[src/rtl/usys_ctrl_pkg.sv]
// Shared types and constants for the unary systolic GEMM array control.
// Used by the PE array and the edge stream controller.
package usys_ctrl_pkg;

  typedef enum logic [2:0] {
    IDLE,
    LOAD,
    STREAM,
    DRAIN,
    DONE
  } usys_state_t;

  localparam logic [1:0] M_END_IDLE  = 2'b00;
  localparam logic [1:0] M_END_ACC   = 2'b01;
  localparam logic [1:0] M_END_DRAIN = 2'b10;

  // Primitive Fibonacci feedback masks, bit i = tap on state bit i
  function automatic logic [15:0] lfsr_taps(input int w);
    logic [15:0] t;
    case (w)
      3:       t = 16'h0006;
      4:       t = 16'h000C;
      5:       t = 16'h0014;
      6:       t = 16'h0030;
      7:       t = 16'h0060;
      8:       t = 16'h00B8;
      9:       t = 16'h0110;
      10:      t = 16'h0240;
      default: t = 16'h0000;
    endcase
    return t;
  endfunction

endpackage

[src/rtl/usys_rand_gen.sv]
// Random-number source: bit-reversed weight sample and ramp/LFSR input
// sample, registered and advanced on step.
import usys_ctrl_pkg::*;

module usys_rand_gen #(
  parameter int RAND_W   = 7,
  parameter int USE_LFSR = 0
) (
  input  logic              clk,
  input  logic              reset,
  input  logic              clr,
  input  logic              step,
  input  logic [RAND_W-1:0] idx,
  output logic [RAND_W-1:0] w_rand,
  output logic [RAND_W-1:0] i_rand
);

  localparam logic [15:0] TAP_ALL = lfsr_taps(RAND_W);
  localparam logic [RAND_W-1:0] TAPS = TAP_ALL[RAND_W-1:0];
  localparam logic [RAND_W-1:0] SEED = RAND_W'(1);
  localparam bit ILFSR = (USE_LFSR != 0);

  logic [RAND_W-1:0] lfsr;
  logic [RAND_W-1:0] lfsr_nxt;
  logic [RAND_W-1:0] idx_rev;

  always_comb begin
    idx_rev = '0;
    for (int b = 0; b < RAND_W; b++) begin
      idx_rev[b] = idx[RAND_W-1-b];
    end
  end

  assign lfsr_nxt = {lfsr[RAND_W-2:0], ^(lfsr & TAPS)};

  always_ff @(posedge clk) begin
    if (reset || clr) begin
      lfsr   <= SEED;
      w_rand <= '0;
      i_rand <= '0;
    end else if (step) begin
      w_rand <= idx_rev;
      i_rand <= ILFSR ? lfsr : idx;
      lfsr   <= lfsr_nxt;
    end
  end

endmodule

[src/rtl/unary_stream_ctrl.sv]
// Edge-column sequencer for the unary systolic GEMM array: tile FSM,
// stream/drain counters and registered PE control strobes.
import usys_ctrl_pkg::*;

module unary_stream_ctrl #(
  parameter int RAND_W       = 7,
  parameter int M_END_W      = 2,
  parameter int DRAIN_CYCLES = 8,
  parameter int USE_LFSR     = 0
) (
  input  logic               clk,
  input  logic               reset,
  input  logic               start,
  input  logic               abort,
  output logic               ready,
  output logic               busy,
  output logic               done,
  output logic [RAND_W-1:0]  b_w_rand_num,
  output logic [RAND_W-1:0]  b_i_rand_num,
  output logic               weight_reg_en,
  output logic               weight_reg_r0w1,
  output logic               input_reg_en,
  output logic               input_reg_r0w1,
  output logic               rand_num_reg_en,
  output logic               rand_num_reg_r0w1,
  output logic               output_num_reg_en,
  output logic               output_num_reg_r0w1,
  output logic [M_END_W-1:0] M_end
);

  localparam logic [7:0] D_LAST = 8'(DRAIN_CYCLES - 1);

  usys_state_t state;
  usys_state_t state_nxt;

  logic [RAND_W-1:0]  k;
  logic [RAND_W-1:0]  k_nxt;
  logic [7:0]         d_cnt;
  logic [7:0]         d_nxt;
  logic               step;
  logic               clr;
  logic [RAND_W-1:0]  idx;

  logic               ready_d;
  logic               busy_d;
  logic               done_d;
  logic               w_en_d;
  logic               i_en_d;
  logic               r_en_d;
  logic               o_en_d;
  logic [M_END_W-1:0] m_d;

  always_comb begin
    state_nxt = state;
    k_nxt     = k;
    d_nxt     = d_cnt;
    step      = 1'b0;
    clr       = 1'b0;
    idx       = '0;
    unique case (state)
      IDLE: begin
        if (start) begin
          state_nxt = LOAD;
          step      = 1'b1;
        end
      end
      LOAD: begin
        state_nxt = STREAM;
        k_nxt     = '0;
        step      = 1'b1;
        idx       = RAND_W'(1);
      end
      STREAM: begin
        k_nxt = k + RAND_W'(1);
        if (k == '1) begin
          state_nxt = DRAIN;
          d_nxt     = '0;
        end else begin
          step = 1'b1;
          idx  = k + RAND_W'(2);
        end
      end
      DRAIN: begin
        d_nxt = d_cnt + 8'd1;
        if (d_cnt == D_LAST) begin
          state_nxt = DONE;
        end
      end
      DONE: begin
        state_nxt = IDLE;
      end
      default: begin
        state_nxt = IDLE;
      end
    endcase
    // Abort only matters while a tile is in flight
    if (abort && (state inside {LOAD, STREAM, DRAIN})) begin
      state_nxt = IDLE;
      k_nxt     = '0;
      d_nxt     = '0;
      step      = 1'b0;
      clr       = 1'b1;
    end
  end

  always_comb begin
    ready_d = (state_nxt == IDLE);
    busy_d  = (state_nxt inside {LOAD, STREAM, DRAIN});
    done_d  = (state_nxt == DONE);
    w_en_d  = (state_nxt == LOAD);
    i_en_d  = (state_nxt == STREAM);
    r_en_d  = (state_nxt inside {LOAD, STREAM});
    o_en_d  = (state_nxt inside {STREAM, DRAIN});
    m_d     = M_END_W'(M_END_IDLE);
    if (state_nxt == STREAM) begin
      m_d = M_END_W'(M_END_ACC);
    end else if (state_nxt == DRAIN) begin
      m_d = M_END_W'(M_END_DRAIN);
    end
  end

  always_ff @(posedge clk) begin
    if (reset) begin
      state               <= IDLE;
      k                   <= '0;
      d_cnt               <= '0;
      ready               <= 1'b1;
      busy                <= 1'b0;
      done                <= 1'b0;
      weight_reg_en       <= 1'b0;
      weight_reg_r0w1     <= 1'b0;
      input_reg_en        <= 1'b0;
      input_reg_r0w1      <= 1'b0;
      rand_num_reg_en     <= 1'b0;
      rand_num_reg_r0w1   <= 1'b0;
      output_num_reg_en   <= 1'b0;
      output_num_reg_r0w1 <= 1'b0;
      M_end               <= '0;
    end else begin
      state               <= state_nxt;
      k                   <= k_nxt;
      d_cnt               <= d_nxt;
      ready               <= ready_d;
      busy                <= busy_d;
      done                <= done_d;
      weight_reg_en       <= w_en_d;
      weight_reg_r0w1     <= w_en_d;
      input_reg_en        <= i_en_d;
      input_reg_r0w1      <= i_en_d;
      rand_num_reg_en     <= r_en_d;
      rand_num_reg_r0w1   <= r_en_d;
      output_num_reg_en   <= o_en_d;
      output_num_reg_r0w1 <= o_en_d;
      M_end               <= m_d;
    end
  end

  usys_rand_gen #(
    .RAND_W   (RAND_W),
    .USE_LFSR (USE_LFSR)
  ) u_rand (
    .clk    (clk),
    .reset  (reset),
    .clr    (clr),
    .step   (step),
    .idx    (idx),
    .w_rand (b_w_rand_num),
    .i_rand (b_i_rand_num)
  );

endmodule

[config.mk]
export PLATFORM = sky130hd
export DESIGN_NAME = unary_stream_ctrl
export DESIGN_NICKNAME = d
export VERILOG_FILES = /design/src/rtl/usys_ctrl_pkg.sv /design/src/rtl/usys_rand_gen.sv /design/src/rtl/unary_stream_ctrl.sv
export SDC_FILE = /design/constraint.sdc
export NUM_CORES = 1
export LEC_CHECK = 0
export CORE_ASPECT_RATIO = 1.4
export CORE_MARGIN = 8
export CORE_UTILIZATION = 51
export DETAILED_ROUTE_END_ITERATION = 10
export HOLD_SLACK_MARGIN = 0.12
export MAX_ROUTING_LAYER = met4
export PLACE_DENSITY = 0.8
export SLEW_MARGIN = 20
export SYNTH_ARGS = -nofsm -noshare
export SYNTH_HDL_FRONTEND = slang
export SYNTH_SLANG_ARGS = --single-unit
export TNS_END_PERCENT = 10
[constraint.sdc]
create_clock -name clk -period 2.2 [get_ports clk]
set_input_delay 0.44 -clock clk [delete_from_list [all_inputs] [get_ports clk]]
set_output_delay 0.44 -clock clk [all_outputs]
set_load 0.05 [all_outputs]
==> run_1/layer_met2.png <==
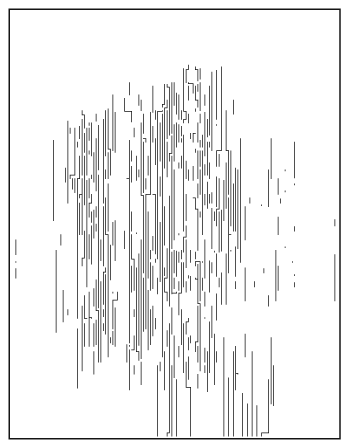
The layer holds 54% of the routed length. The wires run mostly vertical. 199 nets have wire on it. The layer carries 2,120 um of wire. The longest straight run is 47.3 um.

==> run_1/layer_met1.png <==
Cells faint in the background.
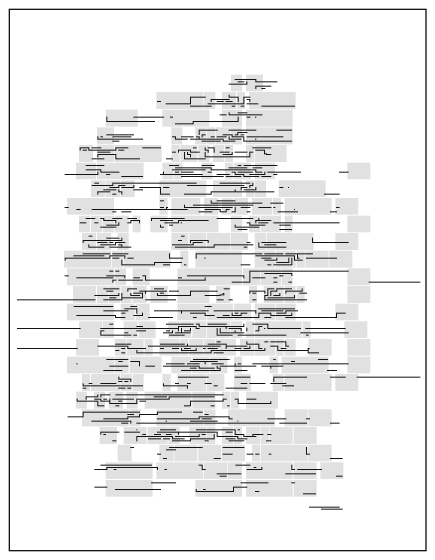
The layer holds 39% of the routed length. 197 nets have wire on it. The wires run mostly horizontal. The layer carries 1,510 um of wire. The longest straight run is 21.2 um.

==> run_1/cell_density.png <==
Bar = 20 um. 6 x 8 tiles, from dark blue (low) to red (high), 0 to 100% covered.
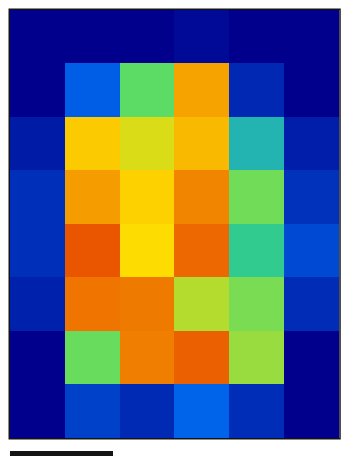
The mean over all tiles is 36%. The emptiest ninth of the die: north-east. 25% of the tiles are over 75% full.
Core Util, Final: 64.4%
fp_density: 53.4%
total core area: 0.00309 mm^2

## run 1: cells by family (layout without fill, tap and decap cells)
family                   after synthesis  after routing  synth area share [%]
AND/OR/NAND/NOR                       61             61                  21.1
flip-flops                            33             33                  40.0
XOR/XNOR                               5              5                  2.65
buffers and inverters                 34             58                  12.0
adder cells (fa/ha/maj)                3              3                  2.27
AND-OR/OR-AND                         53             53                  22.0
## run 1: metal layers
layer / track usage, % / vias to the layer above / part of all wire (%)
li1: - / 720 / -
met1: 14.7 / 713 / 38
met2: 27.5 / 41 / 54
met3: 4.57 / 6 / 5.8
met4: 5.98 / 0 / 1.6
met5: - / - / 0
## run 1: worst reg2reg max path, cell delays in order (launching register included)
cell and delay [ns]:
dfxtp_1 0.37, ha_1 0.26, and3_1 0.25, and3_1 0.19
o21ai_0 0.46, o21ai_0 0.17
## run 1: flip-flops by register name (all words and copies together), names as in the netlist
| register | cells |
|---|---|
| d_cnt | 8 |
| k | 7 |
| u_rand.i_rand | 6 |
| state | 3 |
| M_end | 1 |
| busy | 1 |
| done | 1 |
| input_reg_r0w1 | 1 |
| output_num_reg_r0w1 | 1 |
| rand_num_reg_r0w1 | 1 |
| ready | 1 |
| u_rand.w_rand | 1 |
| weight_reg_r0w1 | 1 |
## run 1: stage by stage
step	std cells	setup slack (ns)	util (%)	total power [W]	area, um^2
2_1_floorplan	189	0.579	-	0.000936	1650
3_3_place_gp	244	0.331	61.7	0.00103	1910
3_5_place_dp	244	0.282	61.7	0.00104	1910
4_1_cts	252	0.253	64.4	0.00147	1990
5_1_grt	252	0.177	64.4	0.00152	1990
6_report	252	0.261	64.4	0.00146	1990
==> out/results.ini, run 1 <==
[placed_design]
dp_hpwl_um = 3030
finalWeightedCongestion = 0.886

[clock_tree]
cts_buffers = 5
htreeDepth = 2
postCtsSetupBuffers = 0
ctsRootBufferMaster = clkbuf_8
cts.sinks = 33
cts_hold_buf = 0
cts_tree = done
clk_pin_slew_worst_paths_ns = 0.06
worstSkewPairLatency_ns = 0.29

[floorplanning]
taps = 39
rows = 24
chip_area_mm2 = 0.00534
fp.dieH_um = 83.3
die_w_um = 64.1

[setup_path]
critPathKind = flip-flop to output port
worstReg2RegEnd = u_rand.i_rand[4]$_SDFFE_PP0P_
crit_fanout = 4
crit_chain = clkdlybuf4s50_1
critPathLaunchType = flip-flop
crit_cells = 1
cp.required_ns = 1.76
r2r_cells = 5
worst-path-buf-inv = 1
timing.rr.start = k[0]$_SDFFE_PP0P_
cp-endpoint = b_w_rand_num[0]
slowest_delay_ns = 0.83
slowest_stage = clkdlybuf4s50_1
rrSetupSlack_ns = 0.36

[drt]
drtIter0Drc = 36
ant_nets = 0
drc_errors = 0
viasPerCell = 5.87

[global_route]
antenna_found_initial = 0
grt_max_degree = 13
grt_pass1_wl_um = 6460
track_usage_pct = 15.3
grt-ovfl-total = 0

[finish]
nNonClkInverters = 12
nFillCells = 250
mostFrequentLayoutCell = dfxtp_1
comb_area_share_pct = 39.8
largest_class = logic gates
syn_to_final_growth_pct = 20.5
nNetsFinal = 219
layout.nonclk_buf_share_pct = 18.1
design.seq.count = 33
n_antenna_cell = 0
most-common-layout-cells = 33 x dfxtp_1, 30 x clkdlybuf4s50_1, 15 x o21ai_0, 12 x a21oi_1, 11 x inv_1
nClkBuffers = 6

[pwr]
pwr-share-clk_pct = 29.4
power_leader = registers
seq_power_share_pct = 45.2
p_sw_share_pct = 33.6
power_density_mw_per_mm2 = 732
pg_clk_w = 0.000429
p_int_w = 0.000968
powerComb_w = 0.000369
comb_power_share_pct = 25.3
ir_worst_vdd_mv = 0.527
p_sw_w = 0.000489

[final_timing]
rsz0062_at_grt = false
tightest_slew_ns = 0.548
finalSetupTns_ns = 0
relSlewSlack_pct = 63.1
min_period_ns = 1.94
clock_skew_ns = 0.00325
hold_ws_ns = 0.486
setup_viol = 0
slew_viol_final = 0

[synth]
yosysChipArea_mm2 = 0.00165
synth_area_leader_cell = dfxtp_1
ys_cells = 189
async_flop_share_pct = 0
most_common_cell = dfxtp_1
synth_seq_share_pct = 40.0
ys_types = 48
ys_ff = 33
postSynthCellCount = 189
edf_count = 0

[min_path]
min_to = d_cnt[1]$_SDFFE_PP0P_
hold_path_class = flip-flop to flip-flop
whs_path_depth = 2
hp-start = d_cnt[1]$_SDFFE_PP0P_

[job]
openroad.warnings = 26
maxCapViolations = 0

[outcome]
status = finished clean

==> run_1/sizes.png <==
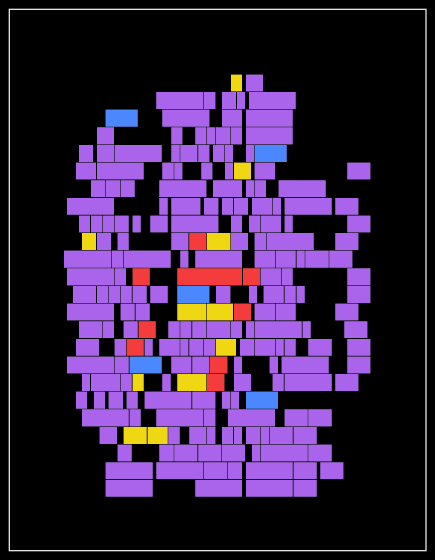

==> run 2: changes to the inputs <==
Settings changed: CELL_PAD_IN_SITES_DETAIL_PLACEMENT set to 1, CELL_PAD_IN_SITES_GLOBAL_PLACEMENT set to 1, CORE_UTILIZATION 51 to 39, PLACE_DENSITY 0.8 to 0.81, SYNTH_HIERARCHICAL set to 1.
==> run_2/sizes.png <==
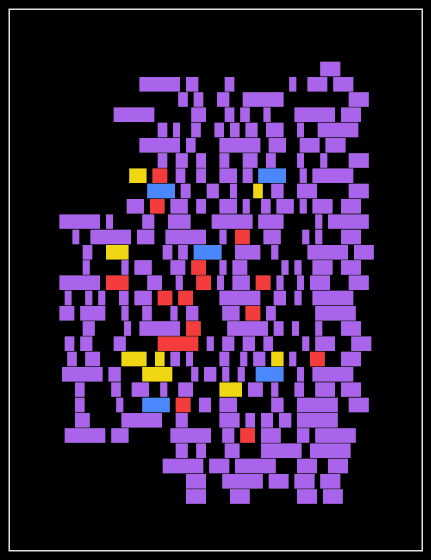
Key: _0 and _1 cells = purple [cells 212, most used nor2_1]; _6 and larger = blue [cells 5, most used clkbuf_8]; _3 and _4 cells = red [cells 15, most used buf_4]; _2 cells = yellow [cells 8, most used clkinv_2]
Syn-to-layout area delta: 22.1%
final instance area: 0.00219 mm^2
Non-clk bufs: 42

==> run 2 against run 1 <==
  * Die size up 32%
  * Total power decreased by 4.7%
  * Cell count increased by 20%
  * Clock power up 6.5%
  * Cell area up 9.8%
  * Critical path type unchanged
  * Largest cell class unchanged
==> out/results.ini, run 2 <==
[outcome]
status = finished clean

[finish]
nFillCells = 547  ; +120%
fin_cells = 302  ; +20%
final_util_pct = 49.0  ; -15 points
most-common-layout-cells = 34 x nor2_1, 33 x dfxtp_1, 30 x clkdlybuf4s50_1, 13 x a21oi_1, 12 x buf_4
n_antenna_cell = 0  ; unchanged
mostFrequentLayoutCell = nor2_1
nNetsFinal = 246  ; +12%

[drt]
drc_errors = 0  ; unchanged
viasPerCell = 5.38  ; -8.3%
top_layer = met4
met2_length_um = 2480  ; +17%
ant_nets = 0  ; unchanged
met3_wirelength_um = 198  ; -14%

[placed_design]
finalWeightedCongestion = 0.867  ; -2.1%
dp.cells = 294  ; +20%
dpl_cell_area_mm2 = 0.00210  ; +10%

[pwr]
power_w = 0.00139  ; -4.7%
power_density_mw_per_mm2 = 635  ; -13%

[global_route]
grt_pass1_wl_um = 7760  ; +20%
grt-ovfl-total = 0  ; unchanged
antenna_found_initial = 0  ; unchanged

[setup_path]
crit_chain = clkdlybuf4s50_1
r2r_cells = 8  ; +3
slowest_stage = clkdlybuf4s50_1
slowest_delay_ns = 0.82  ; about the same
rrSetupSlack_ns = 0.31  ; -0.05 ns
critPathLaunchType = flip-flop
critPathKind = flip-flop to output port
worstReg2RegEnd = u_rand/w_rand[5]$_SDFFE_PP0P_
worst-path-buf-inv = 1  ; unchanged
cp-endpoint = b_i_rand_num[2]
cp.required_ns = 1.76  ; about the same
crit_fanout = 3  ; -1

[final_timing]
clock_skew_ns = 0.0109  ; +0.00768 ns
hold_ws_ns = 0.503  ; +0.0171 ns
min_period_ns = 1.90  ; -0.0352 ns
rsz0062_at_grt = false

[synth]
edf_count = 0  ; unchanged
synth_seq_share_pct = 36.9  ; -3.1 points
async_flop_share_pct = 0  ; unchanged
ys_types = 49  ; +2.1%
ys_cells = 215  ; +14%
yosysChipArea_mm2 = 0.00179  ; +8.4%
postSynthCellCount = 215  ; +14%

[clock_tree]
cts_buffers = 5  ; unchanged
postCtsSetupBuffers = 0  ; unchanged
worstSkewPairLatency_ns = 0.29  ; about the same
cts_hold_buf = 0  ; unchanged
cts_tree = done

[floorplanning]
initCoreUtil_pct = 40.1  ; -13 points
chip_area_mm2 = 0.00705  ; +32%
coreArea_mm2 = 0.00446  ; +44%
die_w_um = 73.3  ; +14%
fp.dieH_um = 96.2  ; +15%

[min_path]
hp-start = d_cnt[5]$_SDFFE_PP0P_

[job]
maxCapViolations = 0  ; unchanged

[run 2: cell types whose count changed in the layout (fill, tap and decap cells not counted), moves of 3 or more]
| cell | previous run | this run |
|---|---|---|
| nand3_1 | 9 | 6 |
| inv_1 | 11 | 5 |
| o21ai_0 | 15 | 11 |
| a32oi_1 | 5 | 1 |
| nor2_1 | 10 | 34 |
| buf_4 | 8 | 12 |
| nand2b_1 | 0 | 4 |
| nand4_1 | 5 | 1 |
| nor3_1 | 4 | 8 |
| mux2i_1 | 0 | 7 |
[run 2: final cells by class]
class                   instances  area [um^2]  area share [%]
repair buffers                 42          390            17.9
well taps                      62         77.6            3.55
inverters                       5         18.8           0.859
flip-flops and latches         33          661            30.2
multi-input cells             152          952            43.6
clock inverters                 3         17.5           0.801
clock buffers                   5         68.8            3.15
[run 2: metal layers]
metal  global-route usage (%)  up-vias
met1                     14.1      786
li1                         -      804
met3                     3.44        7
met4                     6.70        0
met5                        -        -
met2                     26.7       29
[run 2: cell families (layout without fill, tap and decap cells)]
family / after synthesis / after routing / share of synthesized area [%]
buffers and inverters: 30 / 55 / 9.92
muxes: 8 / 8 / 4.54
and+or+nand+nor: 86 / 86 / 25.4
adders and majority gates: 3 / 3 / 2.10
DFF: 33 / 33 / 36.9
xor gates and xnor gates: 4 / 4 / 1.96
AOI/OAI and AO/OA: 51 / 51 / 19.1
[run 2: tightest hold or removal path, delay by kind of cell, from the launching register on]
family / cells / cell delay [ns]
compound gates: 2 / 0.13
flops: 1 / 0.33
[run 2: power breakdown]
| part | leakage, nW | switching (W) | internal [W] |
|---|---|---|---|
| combinational | 0.503 | 0.000190 | 0.000106 |
| sequential | 0.268 | 0.0000203 | 0.000616 |
| clock | 0.0439 | 0.000238 | 0.000218 |
Power figures rest on the tool's default switching activity, not on a simulated workload.
